**Run 1: cell placement**

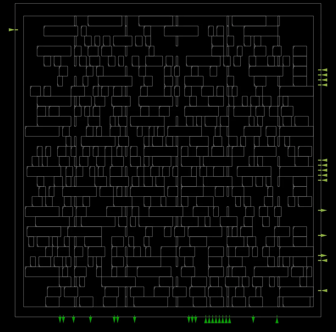
**Run 1: register map, names as in the netlist**

Drawn at 6 px/um. Other sequential cells in the stronger gray, the rest of the logic in the fainter gray.
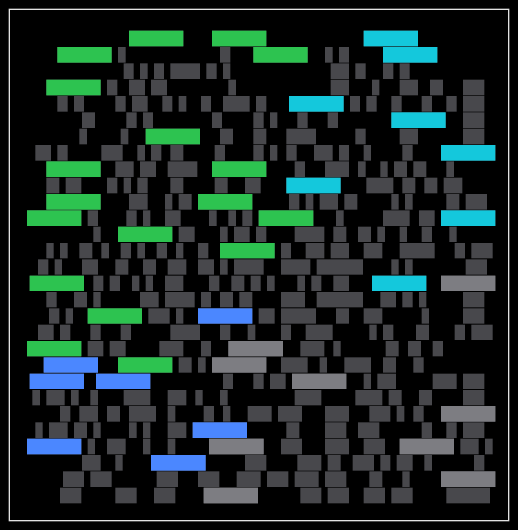
**Run 1: placement by cell class**

Drawn at 3 px/um.
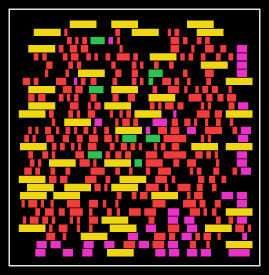
**Run 1: the metal 3 layer**

Drawn at 4 px/um.
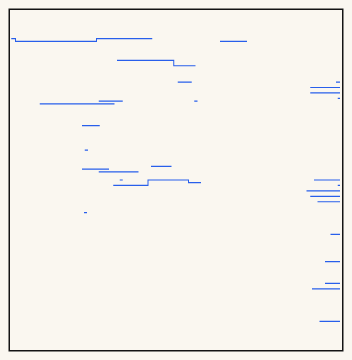
### config.mk
export PLATFORM = sky130hd
export DESIGN_NAME = song_sequencer_flat
export DESIGN_NICKNAME = d
export VERILOG_FILES = /design/src/rtl/song_rom_if.sv /design/src/rtl/song_sequencer.sv /design/src/flat_wrapper.sv
export SDC_FILE = /design/constraint.sdc
export NUM_CORES = 1
export LEC_CHECK = 0
export CAP_MARGIN = 10
export CELL_PAD_IN_SITES_DETAIL_PLACEMENT = 1
export CELL_PAD_IN_SITES_GLOBAL_PLACEMENT = 1
export CORE_AREA = 2 2 81 83
export CTS_CLUSTER_SIZE = 25
export DETAILED_ROUTE_END_ITERATION = 7
export DIE_AREA = 0 0 83 85
export GPL_TIMING_DRIVEN = 0
export PLACE_DENSITY_LB_ADDON = 0.1
export SYNTH_ARGS = -nofsm -noshare
export SYNTH_HDL_FRONTEND = slang
export SYNTH_SLANG_ARGS = --single-unit
export TNS_END_PERCENT = 50
### constraint.sdc
create_clock -name clk -period 6.95 [get_ports clk]
set_clock_uncertainty 0.15 [all_clocks]
set_input_delay 1.39 -clock clk [delete_from_list [all_inputs] [get_ports clk]]
set_output_delay 1.39 -clock clk [all_outputs]
set_load 0.005 [all_outputs]
### src/rtl/song_rom_if.sv
// song_rom_if: read bus between the song sequencer and the external song ROM.
//
// Signals
//   rom_rd    sequencer -> ROM  one-cycle read strobe
//   rom_addr  sequencer -> ROM  entry address, valid while rom_rd is high
//   rom_data  ROM -> sequencer  {dur[11:4], rest[3], note[2:0]}
//
// Handshake: this bus has no ready/backpressure. The ROM samples rom_addr
// on the clock edge where rom_rd is high. It presents the entry on rom_data
// for the whole following cycle. The sequencer reads it in exactly that
// cycle and never issues back-to-back strobes.
//
// Modports: master = sequencer side, slave = ROM side.
interface song_rom_if #(
    parameter int ADDR_W = 7
) ();
    logic              rom_rd;
    logic [ADDR_W-1:0] rom_addr;
    logic [11:0]       rom_data;

    modport master (output rom_rd, output rom_addr, input rom_data);
    modport slave  (input rom_rd, input rom_addr, output rom_data);
endinterface

### src/rtl/song_sequencer.sv
// song_sequencer: chooses whether the note sent to the frequency generator
// comes from the live guitar path or from a stored song.
//
// During song playback, the sequencer fetches entries from an external
// synchronous ROM. It holds each entry for dur ticks of TICK_DIV clocks.
//
// Ports
//   clk, rst_n   system clock, asynchronous active-low reset
//   play_start   pulse: start or restart the song from address 0
//   play_stop    pulse: abort the song (wins over play_start)
//   loop_en      level: wrap to address 0 at song end instead of stopping
//   live_strum   pulse: strum edge, only honoured while idle
//   live_code    live note code from the fret switches
//   rom          song_rom_if master (rom_rd, rom_addr, rom_data)
//   note_code    note to the frequency generator (0=A .. 6=G)
//   note_gate    1 = sound enabled
//   playing      1 whenever the FSM is not idle
//   song_done    one-cycle pulse on a natural (non-looping) song end
module song_sequencer #(
    parameter int TICK_DIV = 250000,
    parameter int ADDR_W   = 7,
    parameter int DEPTH    = 101
) (
    input  logic              clk,
    input  logic              rst_n,
    input  logic              play_start,
    input  logic              play_stop,
    input  logic              loop_en,
    input  logic              live_strum,
    input  logic [2:0]        live_code,
    song_rom_if.master        rom,
    output logic [2:0]        note_code,
    output logic              note_gate,
    output logic              playing,
    output logic              song_done
);
    localparam int DIV_W = $clog2(TICK_DIV);
    localparam logic [DIV_W-1:0]  DIV_LAST  = DIV_W'(TICK_DIV - 1);
    localparam logic [ADDR_W-1:0] LAST_ADDR = ADDR_W'(DEPTH - 1);

    typedef enum logic [1:0] {
        IDLE  = 2'd0,
        FETCH = 2'd1,
        WAIT  = 2'd2,
        HOLD  = 2'd3
    } state_t;

    state_t            state;
    logic [DIV_W-1:0]  div_q;
    logic [7:0]        dur_q;
    logic              rd_q;
    logic [ADDR_W-1:0] addr_q;

    logic [7:0] rom_dur;
    logic       rom_rest;
    logic [2:0] rom_note;
    logic       tick_wrap;
    logic       hold_end;
    logic       song_end;

    assign rom.rom_rd   = rd_q;
    assign rom.rom_addr = addr_q;

    always_comb begin
        rom_dur   = rom.rom_data[11:4];
        rom_rest  = rom.rom_data[3];
        rom_note  = rom.rom_data[2:0];
        tick_wrap = (div_q == DIV_LAST);
        // The last tick of the last duration unit ends the HOLD.
        // dur_q is never 0 in HOLD because WAIT treats dur==0 as the end of the song.
        hold_end  = (state == HOLD) && tick_wrap && (dur_q == 8'd1);
        song_end  = ((state == WAIT) && (rom_dur == 8'd0)) ||
                    (hold_end && (addr_q == LAST_ADDR));
    end

    always_ff @(posedge clk or negedge rst_n) begin
        if (!rst_n) begin
            state     <= IDLE;
            div_q     <= '0;
            dur_q     <= '0;
            rd_q      <= 1'b0;
            addr_q    <= '0;
            note_code <= 3'd0;
            note_gate <= 1'b0;
            playing   <= 1'b0;
            song_done <= 1'b0;
        end else begin
            song_done <= 1'b0;
            if (play_stop) begin
                state     <= IDLE;
                note_gate <= 1'b0;
                addr_q    <= '0;
                rd_q      <= 1'b0;
                playing   <= 1'b0;
                div_q     <= '0;
                dur_q     <= '0;
            end else if (play_start) begin
                // note_code/note_gate keep sounding until the first new WAIT.
                state   <= FETCH;
                addr_q  <= '0;
                rd_q    <= 1'b1;
                playing <= 1'b1;
            end else if (song_end) begin
                addr_q <= '0;
                if (loop_en) begin
                    state <= FETCH;
                    rd_q  <= 1'b1;
                end else begin
                    state     <= IDLE;
                    rd_q      <= 1'b0;
                    note_gate <= 1'b0;
                    playing   <= 1'b0;
                    song_done <= 1'b1;
                end
            end else begin
                case (state)
                    IDLE: begin
                        if (live_strum) begin
                            note_code <= live_code;
                            note_gate <= (live_code != 3'd7);
                        end
                    end
                    FETCH: begin
                        rd_q  <= 1'b0;
                        state <= WAIT;
                    end
                    WAIT: begin
                        // Code 7 has no pitch, so it is treated as silence.
                        note_code <= rom_note;
                        note_gate <= ~rom_rest & (rom_note != 3'd7);
                        dur_q     <= rom_dur;
                        div_q     <= '0;
                        state     <= HOLD;
                    end
                    HOLD: begin
                        if (hold_end) begin
                            div_q  <= '0;
                            addr_q <= addr_q + ADDR_W'(1);
                            rd_q   <= 1'b1;
                            state  <= FETCH;
                        end else if (tick_wrap) begin
                            div_q <= '0;
                            dur_q <= dur_q - 8'd1;
                        end else begin
                            div_q <= div_q + DIV_W'(1);
                        end
                    end
                    default: state <= IDLE;
                endcase
            end
        end
    end
endmodule

### src/flat_wrapper.sv
// flat-port wrapper written by rule: the top's interface ports become plain ports
module song_sequencer_flat 
#(
    parameter int TICK_DIV = 250000,
    parameter int ADDR_W   = 7,
    parameter int DEPTH    = 101
)
  (clk, rst_n, play_start, play_stop, loop_en, live_strum, live_code, note_code, note_gate, playing, song_done, rom_rom_rd, rom_rom_addr, rom_rom_data);
  song_rom_if #(.ADDR_W(ADDR_W)) rom_i ();
  input  logic clk;
  input  logic rst_n;
  input  logic play_start;
  input  logic play_stop;
  input  logic loop_en;
  input  logic live_strum;
  input  logic [2:0] live_code;
  output logic [2:0] note_code;
  output logic note_gate;
  output logic playing;
  output logic song_done;
  output wire logic [$bits(rom_i.rom_rd)-1:0] rom_rom_rd;
  output wire logic [$bits(rom_i.rom_addr)-1:0] rom_rom_addr;
  input wire logic [$bits(rom_i.rom_data)-1:0] rom_rom_data;
  assign rom_rom_rd = rom_i.rom_rd;
  assign rom_rom_addr = rom_i.rom_addr;
  assign rom_i.rom_data = rom_rom_data;
  song_sequencer #(.TICK_DIV(TICK_DIV), .ADDR_W(ADDR_W), .DEPTH(DEPTH)) u_core (.clk(clk), .rst_n(rst_n), .play_start(play_start), .play_stop(play_stop), .loop_en(loop_en), .live_strum(live_strum), .live_code(live_code), .rom(rom_i), .note_code(note_code), .note_gate(note_gate), .playing(playing), .song_done(song_done));
endmodule
==> out/metrics.cfg, run 1 <==
[final_layout]
top_register = u_core.div_q
layout.nets = 375
dominant_cells = combinational gates
lay_top_cells = 42 x dfrtp_1, 33 x nand2_1, 32 x clkdlybuf4s50_1
ff_count = 42
antenna_cells = 0
fillers = 728
clkbuf_count = 6
logic_gate_count = 238
largest_register_ffs = 18
drive_gt1_share_pct = 11.01
logic_area_mm2 = 0.001520
layout.cells.most_common = dfrtp_1
area_delta_synth_final_pct = 19.93
nNonClkInverters = 14

[pwr]
p_leak_nw = 1.276
power_leader = registers
power.density_mw_per_mm2 = 164.7
power.net_switching_mw = 0.1485
p_seq_share_pct = 49.5
switching_share_pct = 27.91
finalPower_mw = 0.5322
power.internal_mw = 0.3836
p_clk_mw = 0.174

[floorplanning]
die_h_um = 85
ios = 35
fp_util_pct = 43.42
dieWidth_um = 83
die_area_mm2 = 0.007055
n_tap_cell = 77

[drt]
initialDrtViolationCount = 63
ant_nets = 0
first_pass_iters = 4
drc = 0
met1_length_um = 3577
wl_met2_um = 3762
routedWlPerCell_um = 18.08
vias_per_cell = 5.891
wl_met3_um = 203

[worst_setup_path]
critPathLaunchType = input port
crit_slowest_cell = nor4_1
cp.buffers_inverters = 2
reg2reg_to = u_core.div_q[5]$_DFFE_PN0P_
path_depth = 7
rr_worst_depth = 9
r2r_slack_ns = 3.93
slowest_delay_ns = 0.60
worstPathCellList = clkdlybuf4s50_1 -> nor4_1 -> a41oi_2 -> a31oi_4 -> nand2b_1 -> buf_4 -> o21ai_0
end_kind = flip-flop
crit_path_end = u_core.div_q[5]$_DFFE_PN0P_
crit_family = AND-OR/OR-AND gates
required_ns = 6.98

[clock_tree]
clk_pin_slew_ns = 0.09
cts-root-buf = clkbuf_8
cts_max_path_buffers = 2
clock_sinks = 42
cts_tree = built
clkLatencyLatePin_ns = 0.30
cts_hold_buffers = 0
cts-resized-gates = 0

[grt]
grt_pass1_vias = 2622
busiest_layer = met2
overflow = 0
grtUsageMet2_pct = 39.44
antenna_found_initial = 0

[yosys]
ff_type = dfrtp_1
top_area_cell = dfrtp_1
synth_seq_share_pct = 39.02
syn_area_mm2 = 0.002694
synth-async-reset-ratio_pct = 100.0
ys_seq_elements = 42
yosysMostFrequentCell = dfrtp_1
yosysChipArea_mm2 = 0.002694
yosysWarnings = 0
common_cells = 42 x dfrtp_1, 33 x nand2_1, 27 x o21ai_0
compound_area_share_pct = 16.91
area_leaders = dfrtp_1 39%, o21ai_0 5.0%, nand3_1 4.8%
ys_types = 60
syn_nets = 334
syn_inst = 303
syn_area_per_cell_um2 = 8.891

[timing]
hold_viol = 0
setup_tns_ns = 0
period_minus_slack_ns = 3.839
finalMaxSlewViolations = 0
setup_ws_ns = 3.111
fin_hold_ws_ns = 0.3608
fmax_mhz = 260.5
timing.final.crit_share_pct = 55.24
rsz0062_at_grt = no

[run_status]
status = complete, no violations

[placed_design]
dp_cells = 414
place_congestion = 0.8324
pre_cts_ws_ns = 2.813

[worst_hold_path]
holdPathStages = 1

## Picture notes: 'cell placement'
final cell count without fillers: 422
Core ar.: 0.006205 mm2

## Picture notes: 'register map, names as in the netlist'
| color | name in the netlist | flops |
|---|---|---|
| cyan | u_core.dur_q | 8 |
| blue | u_core.rom.rom_addr | 7 |
| green | u_core.div_q | 18 |
not colored: 9
Seq group: 0.264 mW
Seq area share: 32.53%
FF/Latch Area: 0.001051 mm2
Final Util: 52.07%

## Picture notes: 'placement by cell class'
| color | class | cells |
|---|---|---|
| yellow | flops | 42 |
| red | combinational and other logic | 252 |
| green | clock drivers and dummy loads | 8 |
| magenta | other buffers and delay cells | 43 |
row count: 29
final instance area: 0.003231 mm2

## Picture notes: 'the metal 3 layer'
share of all routed wire: 2.7%
nets with wire on the layer: 23
longest straight run: 20.2 um
wire length on this layer: 203 um
main direction: horizontal
met3 Track Usage GR: 3.794%
DR vias: 2,486
Routed WL: 7630 um

## Run 2: what changed since run 1
Settings changed: CORE_AREA 2 2 81 83 to 2 2 88 90, DIE_AREA 0 0 83 85 to 0 0 90 92.
Clock period 6.95 ns to 3.3 ns, I/O delays scaled along.
==> run 2 against run 1 <==
Compared with the run above:
- sequential share of layout area is 0.48 points lower
- design area is 1.5% higher
- sequential power is 110% higher
- largest cell class unchanged
- largest power group unchanged
- highest routed layer unchanged
==> out/metrics.cfg, run 2 <==
[grt]
antenna_found_initial = 0  ; unchanged
overflow = 0  ; unchanged
grtUsageMet2_pct = 32.83  ; was 39.44%
busiest_layer = met2  ; unchanged
grt_pass1_wl_um = 12980  ; was 13,010 um
grt_pass1_vias = 2588  ; was 2,622

[final_layout]
ff_count = 42  ; unchanged
antenna_cells = 0  ; unchanged
largest_register_ffs = 18  ; unchanged
layout.nets = 375  ; unchanged
design_area_mm2 = 0.003279  ; was 0.003231 mm2
drive_gt1_share_pct = 10.76  ; was 11.01%
lay_top_cells = 42 x dfrtp_1, 33 x nand2_1, 32 x clkdlybuf4s50_1  ; unchanged
nNonClkInverters = 14  ; unchanged
layout.nonclk_buf_share_pct = 12.67  ; was 12.86%
fillers = 886  ; was 728
logic_area_mm2 = 0.001520  ; unchanged
final_util_pct = 44.04  ; was 52.07%
layout.cells.most_common = dfrtp_1  ; unchanged
top_register = u_core.div_q  ; unchanged
regArea_mm2 = 0.001051  ; unchanged
sh_seq_area_pct = 32.05  ; was 32.53%
finalNonFillerCells = 446  ; was 422
area_delta_synth_final_pct = 21.74  ; was 19.93%
clkbuf_count = 6  ; unchanged
logic_gate_count = 238  ; unchanged
dominant_cells = combinational gates  ; unchanged

[worst_setup_path]
r2r_slack_ns = 0.34  ; was 3.93 ns
crit_slowest_cell = nor4_1  ; unchanged
crit_family = AND-OR/OR-AND gates  ; unchanged
crit_path_end = u_core.div_q[12]$_DFFE_PN0P_  ; was u_core.div_q[5]$_DFFE_PN0P_
path_depth = 7  ; unchanged
critPathLaunchType = input port  ; unchanged
cp.buffers_inverters = 2  ; unchanged
rr_worst_depth = 8  ; was 9
required_ns = 3.31  ; was 6.98 ns
crit_start = rom_rom_data[6]  ; unchanged
slowest_delay_ns = 0.52  ; was 0.60 ns
worstPathCellList = clkdlybuf4s50_1 -> nor4_1 -> a41oi_2 -> a31oi_4 -> nand2b_1 -> buf_4 -> o31ai_1  ; was clkdlybuf4s50_1 -> nor4_1 -> a41oi_2 -> a31oi_4 -> nand2b_1 -> buf_4 -> o21ai_0
reg2reg_to = u_core.div_q[12]$_DFFE_PN0P_  ; was u_core.div_q[5]$_DFFE_PN0P_
end_kind = flip-flop  ; unchanged

[pwr]
p_leak_nw = 1.286  ; was 1.276 nW
power_leader = registers  ; unchanged
power.net_switching_mw = 0.2909  ; was 0.1485 mW
power_frac_comb_pct = 16.8  ; was 17.8%
p_clk_mw = 0.420  ; was 0.174 mW
finalPower_mw = 1.173  ; was 0.5322 mW
power.internal_mw = 0.8817  ; was 0.3836 mW
pg_seq_mw = 0.556  ; was 0.264 mW
switching_share_pct = 24.81  ; was 27.91%
power.density_mw_per_mm2 = 357.6  ; was 164.7 mW/mm2
p_seq_share_pct = 47.4  ; was 49.5%

[floorplanning]
coreArea_mm2 = 0.007447  ; was 0.006205 mm2
n_tap_cell = 102  ; was 77
row_count = 32  ; was 29
fp_util_pct = 36.17  ; was 43.42%
ios = 35  ; unchanged
dieWidth_um = 90  ; was 83 um
die_area_mm2 = 0.008280  ; was 0.007055 mm2
die_h_um = 92  ; was 85 um

[yosys]
top_area_cell = dfrtp_1  ; unchanged
synth_seq_share_pct = 39.02  ; unchanged
area_leaders = dfrtp_1 39%, o21ai_0 5.0%, nand3_1 4.8%  ; unchanged
yosysMostFrequentCell = dfrtp_1  ; unchanged
ys_seq_elements = 42  ; unchanged
compound_area_share_pct = 16.91  ; unchanged
syn_area_per_cell_um2 = 8.891  ; unchanged
common_cells = 42 x dfrtp_1, 33 x nand2_1, 27 x o21ai_0  ; unchanged
synth-async-reset-ratio_pct = 100.0  ; unchanged
syn_area_mm2 = 0.002694  ; unchanged
yosysWarnings = 0  ; unchanged
ff_type = dfrtp_1  ; unchanged
ys_types = 60  ; unchanged
syn_nets = 334  ; unchanged
yosysChipArea_mm2 = 0.002694  ; unchanged
syn_inst = 303  ; unchanged

[placed_design]
pre_cts_ws_ns = 0.02265  ; was 2.813 ns
dp_cells = 439  ; was 414
dpl_cell_area_mm2 = 0.003167  ; was 0.003136 mm2
place_congestion = 0.8250  ; was 0.8324

[drt]
drc = 0  ; unchanged
vias_per_cell = 5.480  ; was 5.891
first_pass_iters = 4  ; unchanged
wl_met3_um = 205  ; was 203 um
met1_length_um = 3610  ; was 3577 um
ant_nets = 0  ; unchanged
wl_met2_um = 3657  ; was 3762 um
initialDrtViolationCount = 52  ; was 63

[run_status]
status = complete, no violations  ; unchanged

[clock_tree]
clk_pin_slew_ns = 0.09  ; about the same
cts_max_path_buffers = 2  ; unchanged
cts_hold_buffers = 0  ; unchanged
cts-resized-gates = 0  ; unchanged
clock_sinks = 42  ; unchanged
clkLatencyLatePin_ns = 0.29  ; was 0.30 ns
cts-root-buf = clkbuf_8  ; unchanged
cts_tree = built  ; unchanged

[timing]
fin_hold_ws_ns = 0.06680  ; was 0.3608 ns
setup_ws_ns = 0.3165  ; was 3.111 ns
period_minus_slack_ns = 2.983
setup_tns_ns = 0  ; unchanged
hold_viol = 0  ; unchanged
finalMaxSlewViolations = 0  ; unchanged
rsz0062_at_grt = no  ; unchanged
fmax_mhz = 335.2
timing.final.crit_share_pct = 90.41

[run]
cap_viol_max_count = 0  ; unchanged

**Run 2: the metal 3 layer**

Drawn at 4 px/um.
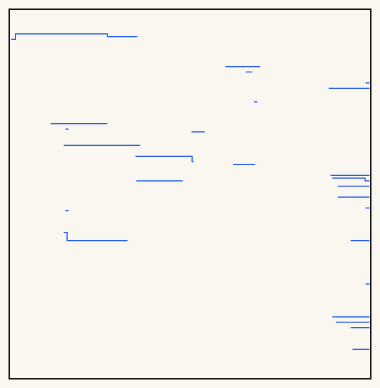
share of all routed wire: 2.7%
nets with wire on the layer: 22
main direction: horizontal
wire length on this layer: 205 um
Routed WL: 7551 um
DR vias: 2,444
met3 Track Usage GR: 3.369%

**Run 2: routed metal, one color a layer**

Drawn at 4 px/um. Two of the layers only.
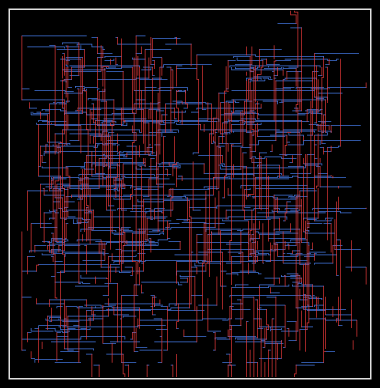
| color | layer | wire length |
|---|---|---|
| blue | metal 1 | 3,610 um |
| red | metal 2 | 3,660 um |
DR WL/cell: 16.93 um
global router's overall resource usage: 19.27%

## Run 3: what changed since run 2
Settings changed: CORE_AREA 2 2 88 90 to 4 4 90 92, DIE_AREA 0 0 90 92 to 0 0 94 96.
==> run 3 against run 2 <==
Compared with the run above:
- wire length is essentially flat
- register-to-register slack lost 0.06 ns
- largest cell class unchanged
- first-iteration DRC count grew 75%
- critical path type is now reg2reg
- sequential share of layout area grew 0.061 points
- sequential power is essentially flat
- area after synthesis is the same
- die area grew 9.0%
- global-route usage shrank 0.79 points
- highest routed layer unchanged
- hold slack is essentially flat
- count of clock-buffer cells in the layout grew 2
- critical path depth grew 2
- fmax shrank 1.1%
- largest power group unchanged
==> out/metrics.cfg, run 3 <==
[yosys]
top_area_cell = dfrtp_1  ; unchanged
yosysChipArea_mm2 = 0.002694  ; unchanged
ys_seq_elements = 42  ; unchanged
syn_nets = 334  ; unchanged
syn_inst = 303  ; unchanged
compound_area_share_pct = 16.91  ; unchanged
common_cells = 42 x dfrtp_1, 33 x nand2_1, 27 x o21ai_0  ; unchanged
yosysMostFrequentCell = dfrtp_1  ; unchanged
yosysWarnings = 0  ; unchanged
area_leaders = dfrtp_1 39%, o21ai_0 5.0%, nand3_1 4.8%  ; unchanged
ys_types = 60  ; unchanged
synth_seq_share_pct = 39.02  ; unchanged
ff_type = dfrtp_1  ; unchanged
syn_area_mm2 = 0.002694  ; unchanged
synth-async-reset-ratio_pct = 100.0  ; unchanged

[drt]
routedWlPerCell_um = 17.02  ; was 16.93 um
initialDrtViolationCount = 91  ; was 52
wl_met3_um = 194  ; was 205 um
wl_met2_um = 3772  ; was 3657 um
vias_per_cell = 5.493  ; was 5.480
ant_nets = 0  ; unchanged
drc = 0  ; unchanged

[pwr]
power.internal_mw = 0.8509  ; was 0.8817 mW
switching_share_pct = 26.02  ; was 24.81%

[worst_setup_path]
crit_family = simple AND/OR/NAND/NOR gates  ; was AND-OR/OR-AND gates
end_kind = flip-flop  ; unchanged
cp.buffers_inverters = 2  ; unchanged
crit_slowest_cell = or4_4  ; was nor4_1
rr_worst_depth = 9  ; was 8
crit_start = u_core.dur_q[1]$_DFFE_PN0P_  ; was rom_rom_data[6]
r2r_slack_ns = 0.28  ; was 0.34 ns
worstPathCellList = inv_1 -> ha_1 -> nor4b_1 -> nand2_1 -> or4_4 -> a31oi_4 -> nand2b_1 -> buf_4 -> o31ai_1  ; was clkdlybuf4s50_1 -> nor4_1 -> a41oi_2 -> a31oi_4 -> nand2b_1 -> buf_4 -> o31ai_1
critPathLaunchType = flip-flop  ; was input port
slowest_delay_ns = 0.60  ; was 0.52 ns
required_ns = 3.32  ; was 3.31 ns

[floorplanning]
row_count = 31  ; was 32
dieWidth_um = 94  ; was 90 um
ios = 35  ; unchanged
coreArea_mm2 = 0.007214  ; was 0.007447 mm2
fp_util_pct = 37.34  ; was 36.17%

[final_layout]
layout.nonclk_buf_share_pct = 12.69  ; was 12.67%
antenna_cells = 0  ; unchanged
ff_count = 42  ; unchanged
regArea_mm2 = 0.001051  ; unchanged
logic_area_mm2 = 0.001520  ; unchanged
clkbuf_count = 8  ; was 6
layout.cells.most_common = dfrtp_1  ; unchanged
top_register = u_core.div_q  ; unchanged
dominant_cells = combinational gates  ; unchanged
largest_register_ffs = 18  ; unchanged
drive_gt1_share_pct = 11.01  ; was 10.76%
nNonClkInverters = 14  ; unchanged
fillers = 870  ; was 886
finalNonFillerCells = 444  ; was 446
lay_top_cells = 42 x dfrtp_1, 33 x nand2_1, 32 x clkdlybuf4s50_1  ; unchanged
layout.nets = 375  ; unchanged

[placed_design]
place_congestion = 0.7698  ; was 0.8250
dp_cells = 436  ; was 439
pre_cts_ws_ns = -0.07713  ; was 0.02265 ns

[grt]
grt_pass1_vias = 2619  ; was 2,588
busiest_layer = met2  ; unchanged
grtUsageMet2_pct = 33.47  ; was 32.83%
antenna_found_initial = 0  ; unchanged
grt_pass1_wl_um = 13280  ; was 12,980 um

[timing]
finalMaxSlewViolations = 0  ; unchanged
timing.final.crit_share_pct = 91.40  ; was 90.41%
fmax_mhz = 331.5  ; was 335.2 MHz
hold_viol = 0  ; unchanged
rsz0062_at_grt = no  ; unchanged

[run_status]
status = complete, no violations  ; unchanged

[clock_tree]
clkLatencyLatePin_ns = 0.30  ; was 0.29 ns
cts-root-buf = clkbuf_8  ; unchanged
cts-resized-gates = 0  ; unchanged
clock_sinks = 42  ; unchanged
clk_pin_slew_ns = 0.09  ; about the same
cts_max_path_buffers = 2  ; unchanged
cts_hold_buffers = 0  ; unchanged

[run]
cap_viol_max_count = 0  ; unchanged

**Run 3: the metal 3 layer**

Drawn at 4 px/um.
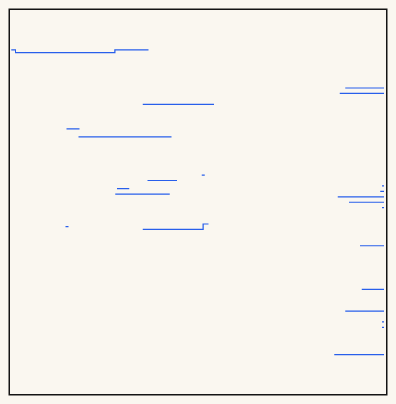
share of all routed wire: 2.6%
main direction: horizontal
wire length on this layer: 194 um
longest straight run: 24.8 um
Routed WL: 7556 um
DR vias: 2,439
met3 Track Usage GR: 3.049%

**Run 3: register map, names as in the netlist**

Drawn at 6 px/um. Other sequential cells in the stronger gray, the rest of the logic in the fainter gray.
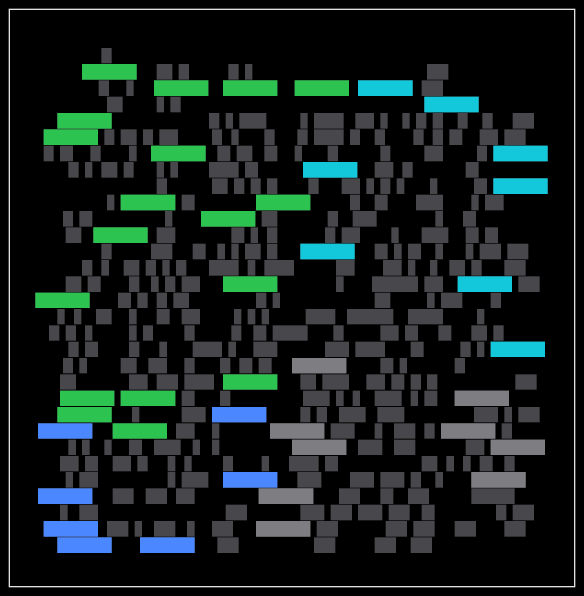
| color | name in the netlist | flops |
|---|---|---|
| green | u_core.div_q | 18 |
| cyan | u_core.dur_q | 8 |
| blue | u_core.rom.rom_addr | 7 |
not colored: 9
Seq area share: 32.11%
Seq group: 0.554 mW
Final Util: 45.37%

Power figures rest on the tool's default switching activity, not on a simulated workload.
